File: config.mk
export PLATFORM = sky130hd
export DESIGN_NAME = ahb_slave_mux
export DESIGN_NICKNAME = d
export VERILOG_FILES = /design/src/rtl/ahb_slave_mux.sv
export SDC_FILE = /design/constraint.sdc
export NUM_CORES = 1
export LEC_CHECK = 0
export CORE_ASPECT_RATIO = 0.7
export CORE_MARGIN = 3
export CORE_UTILIZATION = 24
export DETAILED_ROUTE_END_ITERATION = 8
export GPL_TIMING_DRIVEN = 0
export PLACE_DENSITY = 0.89
export SETUP_SLACK_MARGIN = 0.4
export SYNTH_ARGS = -nofsm -noshare
export SYNTH_HDL_FRONTEND = slang
export SYNTH_SLANG_ARGS = --single-unit
File: constraint.sdc
create_clock -name hclk -period 2.44 [get_ports hclk]
set_input_delay 0.366 -clock hclk [delete_from_list [all_inputs] [get_ports hclk]]
set_output_delay 0.366 -clock hclk [all_outputs]
set_load 0.1 [all_outputs]
File: src/rtl/ahb_slave_mux.sv
// ahb_slave_mux: AHB-Lite address decoder, data-phase response mux and ERROR default slave.
// Define AHB_MUX_TIMEOUT_EN to abort stalled slaves after TIMEOUT_CYCLES wait states.
module ahb_slave_mux #(
   parameter logic [3:0] S0_REGION      = 4'h8,
   parameter logic [3:0] S1_REGION      = 4'h9,
   parameter logic [3:0] S2_REGION      = 4'hA,
   parameter logic [3:0] S3_REGION      = 4'hB,
   parameter int         TIMEOUT_CYCLES = 256
) (
   input  logic        hclk,
   input  logic        hresetn,
   input  logic [31:0] haddr,
   input  logic [1:0]  htrans,
   input  logic        hwrite,
   output logic        hready,
   output logic [31:0] hrdata,
   output logic [1:0]  hresp,
   output logic [3:0]  hsel_s,
   input  logic [31:0] hrdata_s0,
   input  logic [31:0] hrdata_s1,
   input  logic [31:0] hrdata_s2,
   input  logic [31:0] hrdata_s3,
   input  logic        hready_s0,
   input  logic        hready_s1,
   input  logic        hready_s2,
   input  logic        hready_s3,
   input  logic [1:0]  hresp_s0,
   input  logic [1:0]  hresp_s1,
   input  logic [1:0]  hresp_s2,
   input  logic [1:0]  hresp_s3,
   output logic        timeout_flag
);
   typedef enum logic [1:0] {IDLE, ERR1, ERR2} state_t;
   state_t      r_state, w_next;
   logic [2:0]  r_dsel, w_idx;
   logic [31:0] w_rd [4];
   logic [1:0]  w_rsp [4];
   logic [3:0]  w_rdy;
   logic        w_def, w_err_req, w_stall, w_tmo, w_unused;
   assign w_rd  = '{hrdata_s0, hrdata_s1, hrdata_s2, hrdata_s3};
   assign w_rsp = '{hresp_s0, hresp_s1, hresp_s2, hresp_s3};
   assign w_rdy = {hready_s3, hready_s2, hready_s1, hready_s0};
   assign w_unused = ^{hwrite, haddr[27:0]};
   always_comb begin
      w_idx = haddr[31:28] == S0_REGION ? 3'd0 :
              haddr[31:28] == S1_REGION ? 3'd1 :
              haddr[31:28] == S2_REGION ? 3'd2 :
              haddr[31:28] == S3_REGION ? 3'd3 : 3'd4;
      hsel_s = w_idx[2] ? 4'b0000 : 4'b0001 << w_idx[1:0];
   end
   // Any non-IDLE FSM state owns the response, including a timeout abort of a mapped slave.
   always_comb begin
      w_def  = (r_state != IDLE) || r_dsel[2];
      hready = w_def ? (r_state != ERR1) : w_rdy[r_dsel[1:0]];
      hresp  = w_def ? ((r_state == IDLE) ? 2'b00 : 2'b01) : w_rsp[r_dsel[1:0]];
      hrdata = w_def ? 32'h0 : w_rd[r_dsel[1:0]];
   end
   assign w_err_req = hready && w_idx[2] && htrans[1];
   assign w_stall   = (r_state == IDLE) && !r_dsel[2] && !w_rdy[r_dsel[1:0]];
`ifdef AHB_MUX_TIMEOUT_EN
   logic [15:0] r_wcnt;
   logic        r_tflag;
   // Entering ERR1 on the edge where the count reaches TIMEOUT_CYCLES-1.
   assign w_tmo = w_stall && (r_wcnt == 16'(TIMEOUT_CYCLES - 2));
   always_ff @(posedge hclk or negedge hresetn) begin
      if (!hresetn) begin
         r_wcnt  <= '0;
         r_tflag <= 1'b0;
      end else begin
         r_wcnt  <= hready ? 16'h0 : (w_stall ? r_wcnt + 16'h1 : r_wcnt);
         r_tflag <= r_tflag | w_tmo;
      end
   end
   assign timeout_flag = r_tflag;
`else
   assign w_tmo        = 1'b0;
   assign timeout_flag = 1'b0;
`endif
   always_ff @(posedge hclk or negedge hresetn) begin
      if (!hresetn) begin
         r_state <= IDLE;
         r_dsel  <= 3'd4;
      end else begin
         r_state <= w_next;
         r_dsel  <= hready ? w_idx : r_dsel;
      end
   end
   always_comb begin
      w_next = r_state;
      case (r_state)
         IDLE:    w_next = (w_err_req || w_tmo) ? ERR1 : IDLE;
         ERR1:    w_next = ERR2;
         ERR2:    w_next = w_err_req ? ERR1 : IDLE;
         default: w_next = IDLE;
      endcase
   end
endmodule
Figure 1. Signal wires on met1 (run 1).
Bar = 20 um. Supply wires on this layer in gray.
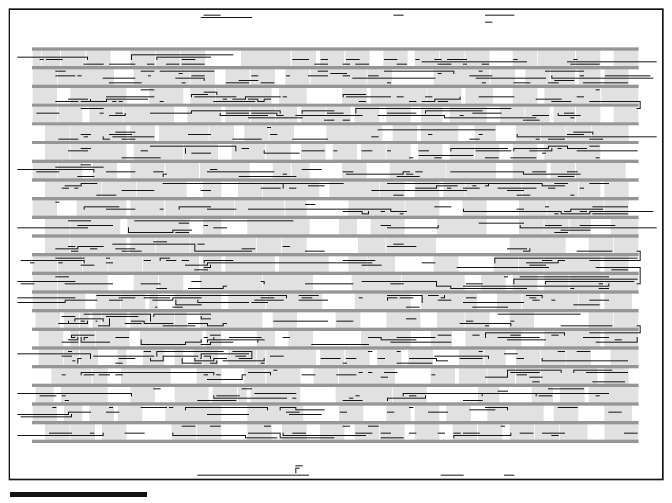
main direction	horizontal
longest straight run	29.9 um
nets with wire on the layer	374

Figure 2. I/O nets highlighted (run 1).
Bar = 20 um.
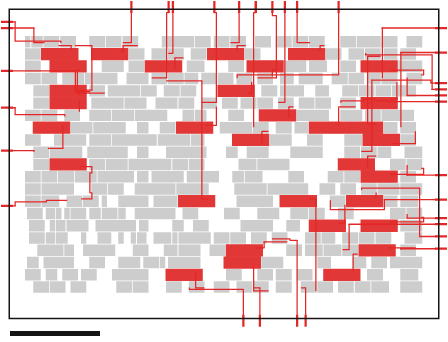
port	color	bits	direction	edge	end cells	buffers	wire
`hrdata_s0`	red	32	input	12 right, 10 top, 6 left, 4 bottom	32	32	818 um

==> summary.txt, run 1 <==
run metrics: status=finished, final reports clean, crit path DRT=2070 ps, CP bufs+invs=4, Setup CP Type=register to output pin, gr ovfl total=0, Late-Pin Clk Latency=220 ps, Placement Setup Slack=-554 ps, power consumption=1.94 mW, leak pwr=1.54 nW, yosys cell count=110, logic gate share of total power=86.5%, r2r setup slk=720 ps, Cell Area, Synth=1330 um2, Final Skew=0.675 ps, Max rail drop VDD=0.000322 V, Sw Pwr=0.939 mW, clk slew on worst S/H paths=40 ps, Worst Path Arrival=1760 ps, Yosys warning total=0, maxcap violations=0, max incr delay on CP=490 ps, layout cells sized above 1=46.1%, Top Layout Cells=146 x clkdlybuf4s50_1, 35 x mux4_2, 24 x buf_12, syn_area_per_cell=12.1 um2, Crit Reg-Reg Endpoint=r_dsel[2], Pre-antenna DRT Iters=4, vias in the first global route=1866, top cells, area=mux4_2 59%, nor2b_1 17%, dfrtp_1 7.5%, clkbuf_1 2.0%, dfstp_2 2.0%, most numerous logic cell after layout=clkdlybuf4s50_1, sw frac=48.4%, ys flops=5, setup tns final=0 ps, via/cell ratio=4.76, routed vias=1804, die width=94.9 um, cell mode on critical path=buf_12, crit path max-delay cell type=mux4_2, CP max FO=8, CP startpoint kind=register, Filler Cells Inserted=326, I/O Pins=217, syn_nets=287, RSZ-0062 raised after global routing=true, GRT Overall Usage=20.2%, placed insts=364, htree depth=1, Top cell area share=59.3%, CP cell instances=buf_12, buf_12, buf_16, mux4_2, nor2b_4, buf_12, CP top delay family=buffers and inverters, largest net degree at the start of global routing=11, CTS Hold Bufs=0, Clk Tree Root Cell=clkbuf_8, Site Rows=21, area of the core=5040 um2, area reported by Yosys stat=1330 um2, register share after synthesis=9.51%, initial antenna violation count=0, # setup viols final=0, Die ar.=6480 um2, clock share of power=8.1%, min-delay worst type=primary input to asynchronous set/reset pin, OpenROAD warning count=59, setup ws final=312 ps, biggest area consumer among synthesized cells=mux4_2, Final ANT Viol Nets=0, Residual DRC=0, CP endpoint kind=output pin, pwr/cell area=484 nW/um2, Cells after Synth=110, TritonCTS Sinks=5, routability cong.=0.697, first-pass GRT wire length=9760 um, dpl hpwl=5620 um, post-route insts no fill=379, Hold Fails Final Rpt=0
Figure 3. Routing congestion (run 1).
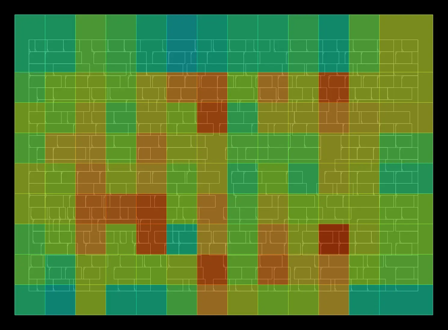
met2 Usage GRT: 40.3%
fin util: 79.5%
wire per inst: 18.5 um
GR peak layer: met2
met1 usage: 21.5%

[run 1: stage by stage]
stage	cell area (um2)	hold WS [ps]	utilization [%]
after floorplan	1480	70.4	-
after global placement	3420	490	67.8
after detailed placement	3420	495	67.8
after CTS	3940	381	78.1
after global routing	4010	384	79.5
final	4010	376	79.5
[run 1: power by group through the flow]
stage	combinational [mW]	clock [mW]	sequential [mW]
floorplan	0.947	0	0.103
global placement	1.37	0	0.105
detailed placement	1.38	0	0.106
CTS	1.64	0.160	0.103
global route	1.74	0.169	0.105
finish	1.68	0.158	0.104
[run 1: layer usage]
| metal | wire, um | vias to the layer above | global-route usage (%) | part of all wire, % |
|---|---|---|---|---|
| met5 | 0 | - | 0 | 0 |
| li1 | - | 832 | - | - |
| met3 | 751 | 3 | 5.93 | 11 |
| met1 | 2280 | 866 | 21.5 | 33 |
| met4 | 34 | 0 | 3.24 | 0.49 |
| met2 | 3940 | 103 | 40.3 | 56 |
[run 1: what timing repair did]
| item | CTS | global route |
|---|---|---|
| gates resized | 344 | 16 |
| setup endpoints to repair | 39 | 36 |
| gates cloned | 1 | 0 |
| pin swaps | 0 | 1 |
| buffers inserted | 8 | 2 |
[run 1: cells by family after synthesis]
group,count (synthesis),share of synthesized area (%)
buffers and inverters,17,6.03
flip-flops,5,9.51
other,1,0.282
AND/OR/NAND/NOR,47,21.4
multiplexers,37,60.8
AND-OR/OR-AND,3,1.98
[run 1: synth_stat cells]
| cell type | n |
|---|---|
| o32a_1 | 1 |
| nor4b_1 | 1 |
| nand2_1 | 2 |
| o21ai_0 | 1 |
| nor2b_1 | 36 |
| nor3b_1 | 1 |
| conb_1 | 1 |
| inv_1 | 4 |
| o21bai_2 | 1 |
| dfstp_2 | 1 |
| buf_6 | 1 |
| buf_4 | 1 |
| nand2b_1 | 1 |
| nor3_1 | 1 |
| or3_1 | 1 |
| clkbuf_1 | 7 |
| buf_2 | 4 |
| mux4_2 | 35 |
| and3_1 | 1 |
| mux2i_1 | 2 |
| nor2_1 | 3 |
| dfrtp_1 | 4 |
[run 1: how the worst max path moves through the flow]
stage	cells after the start	end	slack [ps]	from
3_5_place_dp	5	hrdata[8]	-550	r_dsel[1]
4_1_cts	6	hrdata[15]	310	r_dsel[0]
2_1_floorplan	4	hrdata[16]	60	r_state[0]
6_report	6	hrdata[15]	310	r_dsel[0]
3_3_place_gp	5	hrdata[8]	-540	r_state[0]
5_1_grt	5	hrdata[28]	260	r_dsel[0]
[run 1: area by class of cell]
type                            count  area, um2  share of cell area, %
Sequential cell                     5        126                   3.15
Buffer                             13        200                   4.99
Timing Repair Buffer              196       2200                   54.8
Multi-Input combinational cell     88       1340                   33.4
Tap cell                           69       86.3                   2.15
Inverter                            4       15.0                  0.374
Clock buffer                        4       45.0                   1.12
[run 1: registers in the layout, indices dropped and copies added (netlist names)]
signal and flops:
r_dsel 3, r_state 2
==> inputs of run 2 (changes only) <==
CORE_AREA = 2 2 85 87   (was not set)
CORE_ASPECT_RATIO = not set   (was 0.7)
CORE_MARGIN = not set   (was 3)
CORE_UTILIZATION = not set   (was 24)
DIE_AREA = 0 0 87 89   (was not set)
PLACE_DENSITY = 0.74   (was 0.89)
Figure 4. I/O nets highlighted (run 2).
Bar = 20 um.
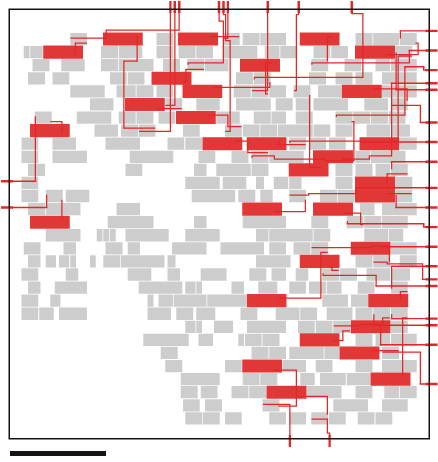
port	color	bits	direction	edge	end cells	buffers	wire
`hrdata_s0`	red	32	input	19 right, 9 top, 2 bottom, 2 left	32	32	917 um

Figure 5. Signal wires by layer (run 2).
Only two layers are drawn.
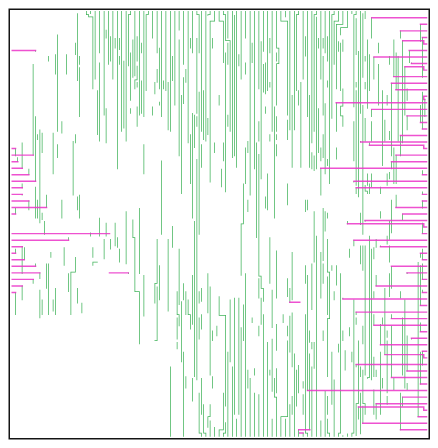
layer	color	wire length
met2	green	4100 um
met3	magenta	576 um
wire per inst: 18.4 um
routed vias: 1788
GRT Overall Usage: 16.1%
Routed WL: 7180 um

==> summary.txt, run 2 <==
run metrics: status=finished, final reports clean (unchanged), ys flops=5 (unchanged), Cells after Synth=110 (unchanged), first-pass GRT wire length=9520 um (was 9760 um), Sw Pwr=0.931 mW (was 0.939 mW), Max rail drop VDD=0.000255 V (was 0.000322 V), # setup viols final=0 (unchanged), dpl hpwl=5730 um (was 5620 um), Main synth FF type=dfrtp_1 (unchanged), logic gate share of total power=86.9% (was 86.5%), TritonCTS Sinks=5 (unchanged), simple share=21.4% (unchanged), via/cell ratio=4.60 (was 4.76), power consumption=1.95 mW (was 1.94 mW), MUX share of area=60.8% (unchanged), Post-synth EDFFs=0 (unchanged), most numerous logic cell after layout=clkdlybuf4s50_1 (unchanged), Reg with most FFs=r_dsel (unchanged), biggest area consumer among synthesized cells=mux4_2 (unchanged), max reg flops=3 (unchanged), Worst Path Arrival=1750 ps (was 1760 ps), Yosys warning total=0 (unchanged), min-delay worst type=primary input to asynchronous set/reset pin (unchanged), Regs by FF count=r_dsel (3), r_state (2) (unchanged), OpenROAD warning count=59 (unchanged), gr ovfl total=0 (unchanged), xor+xnor area frac=0% (unchanged), clock share of power=7.7% (was 8.1%), yosys cell count=110 (unchanged), syn_area_per_cell=12.1 um2 (unchanged), htree depth=1 (unchanged), r2r setup slk=770 ps (was 720 ps), CP endpoint kind=output pin (unchanged), hold_ws=374 ps (was 376 ps), ao+oa area frac=1.98% (unchanged), placed insts=375 (was 364), Adder Area Share=0% (unchanged), syn_nets=287 (unchanged), Top Layout Cells=146 x clkdlybuf4s50_1, 35 x mux4_2, 25 x buf_12 (was 146 x clkdlybuf4s50_1, 35 x mux4_2, 24 x buf_12), Clk Tree Root Cell=clkbuf_8 (unchanged), crit path DRT=2070 ps (about the same), Placed Area=3430 um2 (was 3420 um2), top cells, area=mux4_2 59%, nor2b_1 17%, dfrtp_1 7.5%, clkbuf_1 2.0%, dfstp_2 2.0% (unchanged), vias in the first global route=1833 (was 1866), die width=87 um (was 94.9 um), Late-Pin Clk Latency=220 ps (about the same), setup tns final=0 ps (unchanged), Final Skew=0.822 ps (was 0.675 ps), RSZ-0062 raised after global routing=true (unchanged), Die ar.=7740 um2 (was 6480 um2), leak pwr=1.54 nW (about the same), Top logic family=multiplexers (unchanged), Top cell area share=59.3% (unchanged), Setup CP Type=register to output pin (unchanged), layout cells sized above 1=46.3% (was 46.1%), maxcap violations=0 (unchanged), Finished Cell Area=4050 um2 (was 4010 um2), area of the core=6720 um2 (was 5040 um2), CP startpoint kind=register (unchanged), Pre-antenna DRT Iters=4 (unchanged), Site Rows=30 (was 21), CP max FO=10 (was 8), initial antenna violation count=0 (unchanged), Crit Reg-Reg Endpoint=r_dsel[0] (was r_dsel[2]), Final ANT Viol Nets=0 (unchanged), routability cong.=0.744 (was 0.697), register share after synthesis=9.51% (unchanged), ys async rst share=100% (unchanged), Synth top cell by count=nor2b_1 (unchanged), I/O Pins=217 (unchanged), Worst Setup SP=r_dsel[0] (unchanged), largest net degree at the start of global routing=11 (unchanged), clk slew on worst S/H paths=30 ps (was 40 ps)
Figure 6. Routing congestion (run 2).
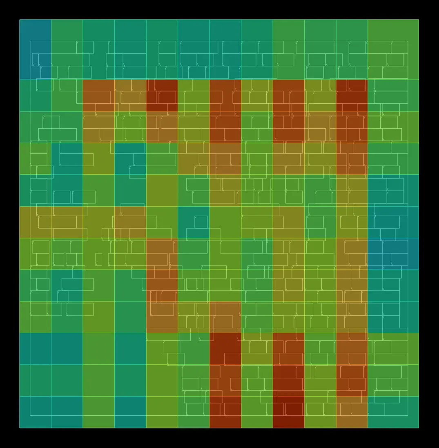
GR Util met3: 3.42%
met2 Usage GRT: 31.6%

[run 2: cell count changes in the layout (fill, tap and decap cells not counted), sizes merged]
cell / delta
buf: -4
clkbuf: +3
[run 2: kinds of logic after synthesis]
group,count (synthesis)
simple gates,47
flops,5
mux,37
compound gates,3
buf+inv,17
other cells,1
[run 2: worst min path at each step]
stage	slack [ps]	to	depth (start not counted)	start
final	370	r_state[1]	1	hresetn
after detailed placement	500	r_state[1]	1	r_state[1]
after global routing	390	r_state[1]	1	hresetn
after global placement	480	r_state[1]	1	r_state[1]
after CTS	370	r_state[1]	1	hresetn
after floorplan	70	r_dsel[0]	0	hresetn
[run 2: power by group through the flow]
stage,Combinational (mW),Sequential [mW],Clock [mW]
after floorplan,0.947,0.103,0
after global placement,1.37,0.105,0
after detailed placement,1.38,0.105,0
after CTS,1.60,0.104,0.154
after global routing,1.75,0.107,0.162
final,1.69,0.106,0.150
[run 2: what timing repair did]
action | in CTS | in global routing
gates resized | 333 | 34
buffers inserted | 2 | 3
cloned | 2 | 3
pin swaps | 0 | 1
endpoints found under the setup margin | 39 | 37
[run 2: cell type report]
| class | count | area [um2] |
|---|---|---|
| multi-input cells | 88 | 1340 |
| repair buffers | 195 | 2220 |
| plain buffers | 13 | 203 |
| clock buffers | 4 | 45.0 |
| fillers | 528 | 2670 |
| well taps | 80 | 100 |
| inverters | 4 | 15.0 |
| flip-flops and latches | 5 | 128 |
[run 2: metrics by stage]
step | utilization (%) | setup slack (ps)
floorplan | - | 60.9
global placement | 51.1 | -586
detailed placement | 51.1 | -599
CTS | 57.2 | 293
global route | 60.3 | 260
finish | 60.3 | 326
[run 2: worst max-delay path: stages, from the launching register on]
cell and delay (ps):
dfrtp_2 400, buf_12 140, buf_12 150, mux4_2 500, nor2b_2 180, buf_12 160
[run 2: per-layer routing]
layer | GRT usage [%] | share of wire (%) | vias up
li1 | - | - | 832
met1 | 17.9 | 34 | 862
met2 | 31.6 | 57 | 90
met3 | 3.42 | 8.0 | 4
met4 | 2.70 | 0.49 | 0
met5 | 0 | 0 | -
==> inputs of run 3 (changes only) <==
CAP_MARGIN = 15   (was not set)
Figure 7. Routing congestion (run 3).
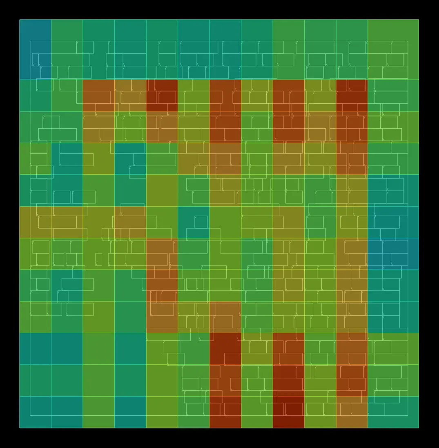
met1 usage: 17.9%
fin util: 60.3%

Figure 8. Signal wires on met1 (run 3).
Bar = 20 um. Supply wires on this layer in gray.
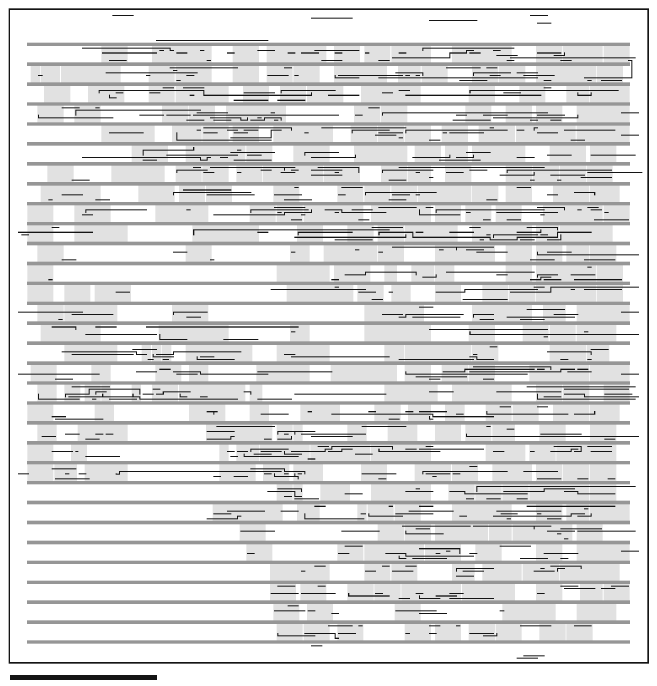
longest straight run	26.7 um
share of all routed wire	34%

==> summary.txt, run 3 <==
run metrics: clock share of power=7.7% (about the same), hold_ws=374 ps (unchanged), post-route insts no fill=389 (unchanged), Clk Tree Root Cell=clkbuf_8 (unchanged), Cell Area, Synth=1330 um2 (unchanged), Setup CP Type=register to output pin (unchanged), area of the core=6720 um2 (unchanged), Final ANT Viol Nets=0 (unchanged), ys flops=5 (unchanged), Top Layout Cells=146 x clkdlybuf4s50_1, 35 x mux4_2, 25 x buf_12 (unchanged), syn_nets=287 (unchanged), Sw Pwr=0.931 mW (unchanged), crit path DRT=2070 ps (about the same), area reported by Yosys stat=1330 um2 (unchanged), RSZ-0062 raised after global routing=true (unchanged), Synth top cell by count=nor2b_1 (unchanged), Hold Fails Final Rpt=0 (unchanged), Final Skew=0.822 ps (unchanged), Pre-antenna DRT Iters=4 (unchanged), TritonCTS Sinks=5 (unchanged), setup ws final=326 ps (unchanged), Crit Reg-Reg Endpoint=r_dsel[0] (unchanged), CP max FO=10 (unchanged), biggest area consumer among synthesized cells=mux4_2 (unchanged), Late-Pin Clk Latency=220 ps (about the same), Cells after Synth=110 (unchanged), die width=87 um (unchanged), met2 Usage GRT=31.6% (unchanged), layout cells sized above 1=46.3% (unchanged), syn_area_per_cell=12.1 um2 (unchanged), most numerous logic cell after layout=clkdlybuf4s50_1 (unchanged), Top cell area share=59.3% (unchanged), CTS Hold Bufs=0 (unchanged), sw frac=47.8% (unchanged), pwr/cell area=481 nW/um2 (unchanged), Main synth FF type=dfrtp_1 (unchanged), gr ovfl total=0 (unchanged), largest net degree at the start of global routing=11 (unchanged), Reg with most FFs=r_dsel (unchanged), wire per inst=18.4 um (unchanged), Filler Cells Inserted=528 (unchanged), GRT Overall Usage=16.1% (unchanged), synth cell count leaders=36 x nor2b_1, 35 x mux4_2, 7 x clkbuf_1 (unchanged), power consumption=1.95 mW (unchanged), CP endpoint kind=output pin (unchanged), vias in the first global route=1833 (unchanged), dpl hpwl=5730 um (unchanged), Routed WL=7180 um (unchanged), placed insts=375 (unchanged), clk slew on worst S/H paths=30 ps (about the same), register share after synthesis=9.51% (unchanged), GR peak layer=met2 (unchanged), status=finished, final reports clean (unchanged), Worst Path Arrival=1750 ps (about the same), Finished Cell Area=4050 um2 (unchanged), Max rail drop VDD=0.000255 V (unchanged), Setup crit end=hrdata[19] (unchanged), min-delay worst type=primary input to asynchronous set/reset pin (unchanged), logic gate share of total power=86.9% (about the same), ys async rst share=100% (unchanged), via/cell ratio=4.60 (unchanged), Worst Setup SP=r_dsel[0] (unchanged), Placed Area=3430 um2 (unchanged), OpenROAD warning count=59 (unchanged), Post-synth EDFFs=0 (unchanged), max reg flops=3 (unchanged), Regs by FF count=r_dsel (3), r_state (2) (unchanged), routability cong.=0.744 (unchanged), leak pwr=1.54 nW (unchanged), initial antenna violation count=0 (unchanged), first-pass GRT wire length=9520 um (unchanged), # setup viols final=0 (unchanged)
Figure 9. I/O nets highlighted (run 3).
Bar = 20 um.
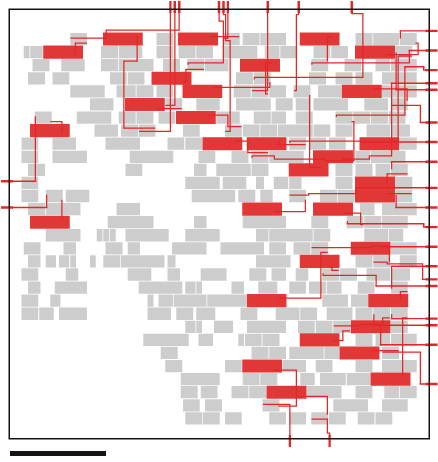
port	color	bits	direction	edge	end cells	buffers	wire
`hrdata_s0`	red	32	input	19 right, 9 top, 2 bottom, 2 left	32	32	917 um

==> run 3: cell counts after synthesis <==
Identical to the previous run, type by type.
==> run 3: area by class of cell <==
class | count | area [um2] | share of cell area (%)
repair buffers | 195 | 2220 | 54.8
multi-input cells | 88 | 1340 | 33.1
plain buffers | 13 | 203 | 5.00
flip-flops and latches | 5 | 128 | 3.15
well taps | 80 | 100 | 2.47
clock buffers | 4 | 45.0 | 1.11
inverters | 4 | 15.0 | 0.371
==> run 3: power by group through the flow <==
stage	combinational (mW)	clock, mW	sequential (mW)
CTS	1.60	0.154	0.104
floorplan	0.947	0	0.103
global route	1.75	0.162	0.107
detailed placement	1.38	0	0.105
global placement	1.37	0	0.105
finish	1.69	0.150	0.106
==> run 3: how the worst min path moves through the flow <==
stage	from	endpoint	depth (start not counted)
final	hresetn	r_state[1]	1
after global routing	hresetn	r_state[1]	1
after CTS	hresetn	r_state[1]	1
after detailed placement	r_state[1]	r_state[1]	1
after global placement	r_state[1]	r_state[1]	1
after floorplan	hresetn	r_dsel[0]	0
==> run 3: stage by stage <==
step	util (%)	setup TNS [ps]
after detailed placement	51.1	-19170
after global routing	60.3	0
after global placement	51.1	-18640
final	60.3	0
after CTS	57.2	0
after floorplan	-	0
==> run 3: critical path: stages (launching register included) <==
cell,delay [ps]
dfrtp_2,400
buf_12,140
buf_12,150
mux4_2,500
nor2b_2,180
buf_12,160
==> run 3: layer usage <==
layer,vias to the layer above,wire length [um]
met1,862,2470
met5,-,0
met2,90,4100
li1,832,-
met3,4,575
met4,0,35
==> run 3: repair_timing <==
action | 4_1_cts | 5_1_grt
setup endpoints to repair | 39 | 37
pin swaps | 0 | 1
gates cloned | 2 | 3
setup buffers | 2 | 3
resized | 333 | 34
==> run 3: cells by family after synthesis <==
| family | count (synthesis) | share of synthesized area [%] |
|---|---|---|
| mux | 37 | 60.8 |
| other cells | 1 | 0.282 |
| simple gates | 47 | 21.4 |
| buf+inv | 17 | 6.03 |
| flops | 5 | 9.51 |
| compound gates | 3 | 1.98 |

==> layout pictures side by side <==
Sequential cells grouped by signal name.
Bar = 20 um.
shot_01.png
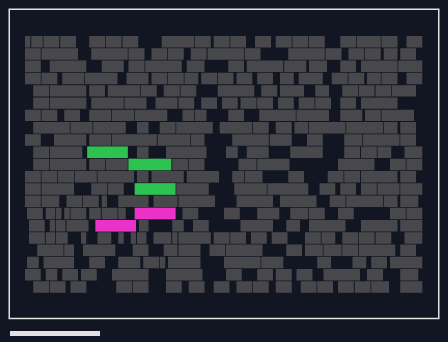
shot_02.png
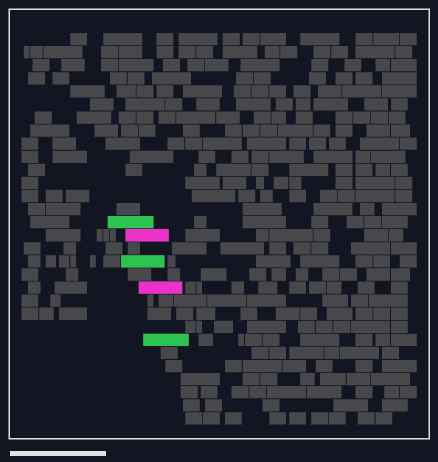
shot_02.png is run 3.
shot_01.png is run 1.
Of these, largest die: shot_02.png

Power is estimated from default activity; no workload was simulated.
